==> src/rtl/iter_shifter_pkg.sv <==
// Shared types and sizes for the iterative shifter (package shifter_pkg).
package shifter_pkg;
  localparam int DATA_W = 16;
  localparam int CNT_W  = $clog2(DATA_W);

  typedef enum logic [1:0] {
    SRL  = 2'b00,
    ROL  = 2'b01,
    RSV2 = 2'b10,
    RSV3 = 2'b11
  } shift_mode_t;

  typedef enum logic [1:0] {
    IDLE,
    SHIFT,
    DONE
  } shift_state_t;
endpackage

==> src/rtl/iter_shifter_if.sv <==
// Issue-side handshake bundle for iter_shifter. SHIFTER_FLAGS_EN adds Zero/Carry.
interface iter_shifter_if
  import shifter_pkg::*;
#(
  parameter int WIDTH = DATA_W,
  parameter int CNT_W = $clog2(WIDTH)
) ();
  logic             Start;
  logic [1:0]       Mode;
  logic [WIDTH-1:0] Shift_In;
  logic [CNT_W-1:0] Shift_Val;
  logic             Ready;
  logic             Busy;
  logic             Done;
  logic [WIDTH-1:0] Shift_Out;
`ifdef SHIFTER_FLAGS_EN
  logic             Zero;
  logic             Carry;

  modport master (output Start, Mode, Shift_In, Shift_Val,
                  input  Ready, Busy, Done, Shift_Out, Zero, Carry);
  modport slave  (input  Start, Mode, Shift_In, Shift_Val,
                  output Ready, Busy, Done, Shift_Out, Zero, Carry);
`else
  modport master (output Start, Mode, Shift_In, Shift_Val,
                  input  Ready, Busy, Done, Shift_Out);
  modport slave  (input  Start, Mode, Shift_In, Shift_Val,
                  output Ready, Busy, Done, Shift_Out);
`endif
endinterface

==> src/rtl/iter_shifter_step.sv <==
// One-bit SRL/ROL step; reserved modes pass data through.
// The moved-out bit is only brought out when SHIFTER_FLAGS_EN is defined.
module shift_step
  import shifter_pkg::*;
#(
  parameter int WIDTH = DATA_W
) (
  input  logic [WIDTH-1:0] data_i,
  input  shift_mode_t      mode_i,
`ifdef SHIFTER_FLAGS_EN
  output logic             bit_o,
`endif
  output logic [WIDTH-1:0] data_o
);
  logic moved;

  always_comb begin
    data_o = data_i;
    moved  = 1'b0;
    case (mode_i)
      SRL: begin
        data_o = {1'b0, data_i[WIDTH-1:1]};
        moved  = data_i[0];
      end
      ROL: begin
        data_o = {data_i[WIDTH-2:0], data_i[WIDTH-1]};
        moved  = data_i[WIDTH-1];
      end
      default: begin
        data_o = data_i;
        moved  = 1'b0;
      end
    endcase
  end

`ifdef SHIFTER_FLAGS_EN
  assign bit_o = moved;
`else
  logic unused_moved;
  assign unused_moved = moved;
`endif
endmodule

==> src/rtl/iter_shifter.sv <==
// Multi-cycle one-bit-per-clock SRL/ROL shifter with start/ready/done handshake.
// SHIFTER_FLAGS_EN adds registered Zero/Carry result flags.
module iter_shifter
  import shifter_pkg::*;
#(
  parameter int WIDTH = DATA_W,
  parameter int CNT_W = $clog2(WIDTH)
) (
  input  logic          clk,
  input  logic          rst,
  iter_shifter_if.slave bus
);
  shift_state_t     state_q;
  shift_mode_t      mode_q;
  logic [WIDTH-1:0] data_q;
  logic [WIDTH-1:0] step_d;
  logic [CNT_W-1:0] cnt_q;
  logic             ready_q, busy_q, done_q;
`ifdef SHIFTER_FLAGS_EN
  logic             step_bit;
  logic             zero_q, carry_q;
`endif

  shift_step #(.WIDTH(WIDTH)) u_step (
    .data_i (data_q),
    .mode_i (mode_q),
`ifdef SHIFTER_FLAGS_EN
    .bit_o  (step_bit),
`endif
    .data_o (step_d)
  );

  always_ff @(posedge clk) begin
    if (rst) begin
      state_q <= IDLE;
      mode_q  <= SRL;
      data_q  <= '0;
      cnt_q   <= '0;
      ready_q <= 1'b1;
      busy_q  <= 1'b0;
      done_q  <= 1'b0;
`ifdef SHIFTER_FLAGS_EN
      zero_q  <= 1'b0;
      carry_q <= 1'b0;
`endif
    end else begin
      done_q <= 1'b0;
      case (state_q)
        IDLE, DONE: begin
          if (bus.Start) begin
            mode_q <= shift_mode_t'(bus.Mode);
            data_q <= bus.Shift_In;
            cnt_q  <= bus.Shift_Val;
            if (bus.Shift_Val == '0) begin
              // Zero-length op finishes immediately with the operand as result
              state_q <= DONE;
              done_q  <= 1'b1;
              ready_q <= 1'b1;
              busy_q  <= 1'b0;
`ifdef SHIFTER_FLAGS_EN
              zero_q  <= (bus.Shift_In == '0);
              carry_q <= 1'b0;
`endif
            end else begin
              state_q <= SHIFT;
              ready_q <= 1'b0;
              busy_q  <= 1'b1;
            end
          end else begin
            state_q <= IDLE;
            ready_q <= 1'b1;
            busy_q  <= 1'b0;
          end
        end
        SHIFT: begin
          data_q <= step_d;
          cnt_q  <= cnt_q - CNT_W'(1);
          if (cnt_q == CNT_W'(1)) begin
            state_q <= DONE;
            done_q  <= 1'b1;
            ready_q <= 1'b1;
            busy_q  <= 1'b0;
`ifdef SHIFTER_FLAGS_EN
            zero_q  <= (step_d == '0);
            carry_q <= step_bit;
`endif
          end
        end
        default: begin
          state_q <= IDLE;
          ready_q <= 1'b1;
          busy_q  <= 1'b0;
        end
      endcase
    end
  end

  assign bus.Ready     = ready_q;
  assign bus.Busy      = busy_q;
  assign bus.Done      = done_q;
  assign bus.Shift_Out = data_q;
`ifdef SHIFTER_FLAGS_EN
  assign bus.Zero      = zero_q;
  assign bus.Carry     = carry_q;
`endif
endmodule

==> src/flat_wrapper.sv <==
// flat-port wrapper written by rule: the top's interface ports become plain ports
module iter_shifter_flat import shifter_pkg::*;
#(
  parameter int WIDTH = DATA_W,
  parameter int CNT_W = $clog2(WIDTH)
)
  (clk, rst, bus_Start, bus_Mode, bus_Shift_In, bus_Shift_Val, bus_Ready, bus_Busy, bus_Done, bus_Shift_Out);
  iter_shifter_if #(.WIDTH(WIDTH), .CNT_W(CNT_W)) bus_i ();
  input  logic clk;
  input  logic rst;
  input wire logic [$bits(bus_i.Start)-1:0] bus_Start;
  input wire logic [$bits(bus_i.Mode)-1:0] bus_Mode;
  input wire logic [$bits(bus_i.Shift_In)-1:0] bus_Shift_In;
  input wire logic [$bits(bus_i.Shift_Val)-1:0] bus_Shift_Val;
  output wire logic [$bits(bus_i.Ready)-1:0] bus_Ready;
  output wire logic [$bits(bus_i.Busy)-1:0] bus_Busy;
  output wire logic [$bits(bus_i.Done)-1:0] bus_Done;
  output wire logic [$bits(bus_i.Shift_Out)-1:0] bus_Shift_Out;
  assign bus_i.Start = bus_Start;
  assign bus_i.Mode = bus_Mode;
  assign bus_i.Shift_In = bus_Shift_In;
  assign bus_i.Shift_Val = bus_Shift_Val;
  assign bus_Ready = bus_i.Ready;
  assign bus_Busy = bus_i.Busy;
  assign bus_Done = bus_i.Done;
  assign bus_Shift_Out = bus_i.Shift_Out;
  iter_shifter #(.WIDTH(WIDTH), .CNT_W(CNT_W)) u_core (.clk(clk), .rst(rst), .bus(bus_i));
endmodule
==> config.mk <==
export PLATFORM = sky130hd
export DESIGN_NAME = iter_shifter_flat
export DESIGN_NICKNAME = d
export VERILOG_FILES = /design/src/rtl/iter_shifter_pkg.sv /design/src/rtl/iter_shifter_if.sv /design/src/rtl/iter_shifter_step.sv /design/src/rtl/iter_shifter.sv /design/src/flat_wrapper.sv
export SDC_FILE = /design/constraint.sdc
export NUM_CORES = 1
export LEC_CHECK = 0
export ABC_AREA = 1
export CORE_AREA = 4 4 63 65
export CTS_CLUSTER_SIZE = 12
export DETAILED_ROUTE_END_ITERATION = 12
export DIE_AREA = 0 0 67 69
export PLACE_DENSITY = 0.75
export REMOVE_ABC_BUFFERS = 1
export SLEW_MARGIN = 20
export SYNTH_ARGS = -nofsm -noshare
export SYNTH_HDL_FRONTEND = slang
export SYNTH_SLANG_ARGS = --single-unit
==> constraint.sdc <==
create_clock -name clk -period 1.4 [get_ports clk]
set_input_delay 0.28 -clock clk [delete_from_list [all_inputs] [get_ports clk]]
set_output_delay 0.28 -clock clk [all_outputs]
set_load 0.02 [all_outputs]
zoom.png
Bar = 10 um. Window x 21 to 46, y 8 to 33 um. Cells in grey, sequential cells in the stronger grey; small squares are vias.
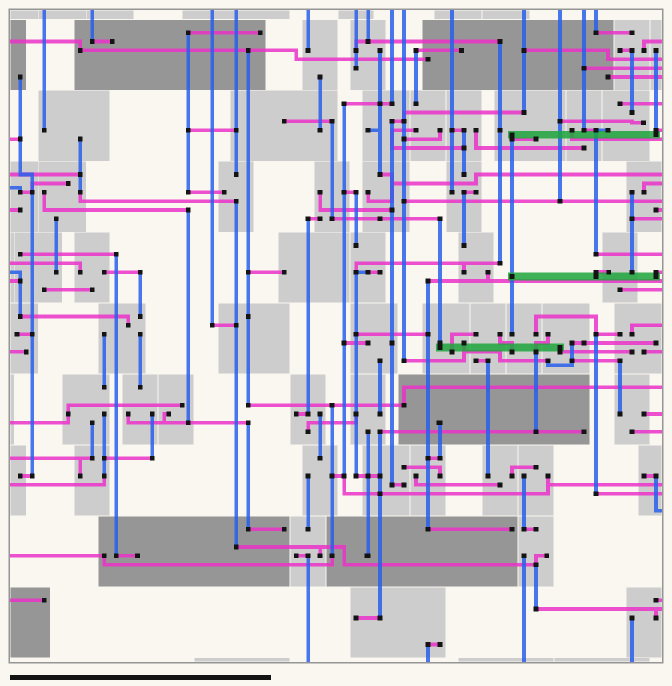
[magenta] met1
[blue] met2
[green] met3
most frequent: nor2_1 (16), nand2_1 (11), o21ai_1 (8)
netlist names of flops here include: u_core.bus.Shift_Out (3)
sequential cells in the window: 5
cells with their middle in the window: 55

==> CHANGELOG.md <==
### Changed

- Status: finished, final reports clean
- ANT cells: 0
- Flop area: 541 um2
- Mean Syn Cell Area: 6.48 um2
- Core ar.: 3340 um2
- Number of vias per cell: 4.84
- Pwr dens: 1050 nW/um2
- Max Fanout on Critical Path: 4
- Max rail drop VDD: 0.441 mV
- Cells in synth_stat.txt: 227
- Port bufs: 43
- Number of max-cap violations: 0
- Worst Max-Slew Pin Slew: 0.520 ns
- Final HPWL DP: 2590 um
- Post-DRT Antenna Nets: 0
- # DRC: 0
- Non-clock buffer share: 0.247
- Top Layout Cells: nor2_1, nand2_1, dfxtp_1
- Met1 WL: 1600 um
- Most frequent logic cell in the layout: nor2_1
- Hold Path Depth: 2
- Setup TNS: 0 ns
wire_density.png
The die is cut into 13 by 14 equal tiles; black is low, pale yellow is high, scaled to the fullest tile. Values are wire area over tile area, all layers added.
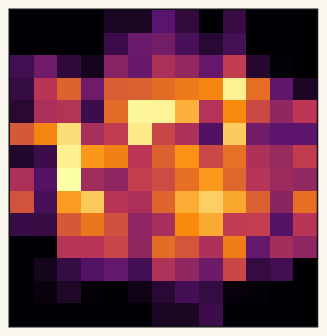
mean over tiles: 0.12
densest ninth of the die: middle
emptiest ninth of the die: bottom left
Vias: 1,548
total wire length: 3510 um
wire per inst: 11.0 um
GRT Util Overall: 0.161

-- through the flow --
stage	power [mW]	hold WS [ns]	area [um2]	cells
6_report	2.03	0.465	1940	320
5_1_grt	2.18	0.482	1940	320
4_1_cts	2.05	0.472	1970	320
3_5_place_dp	1.74	0.451	1970	316
3_3_place_gp	1.73	0.444	1970	316
2_1_floorplan	1.39	0.349	1380	215
-- logic make-up (layout without fill, tap and decap cells) --
family	count (synthesis)	after routing	synth area share
compound gates	45	45	0.165
buf+inv	25	72	0.0986
simple gates	128	128	0.352
flops	27	27	0.367
fa+ha+maj	2	2	0.0170
-- tightest hold or removal path, cell delays in order (launching register included) --
cell	delay, ns
dfxtp_1	0.34
nand2_1	0.06
nand2_1	0.05
Power figures rest on the tool's default switching activity, not on a simulated workload.
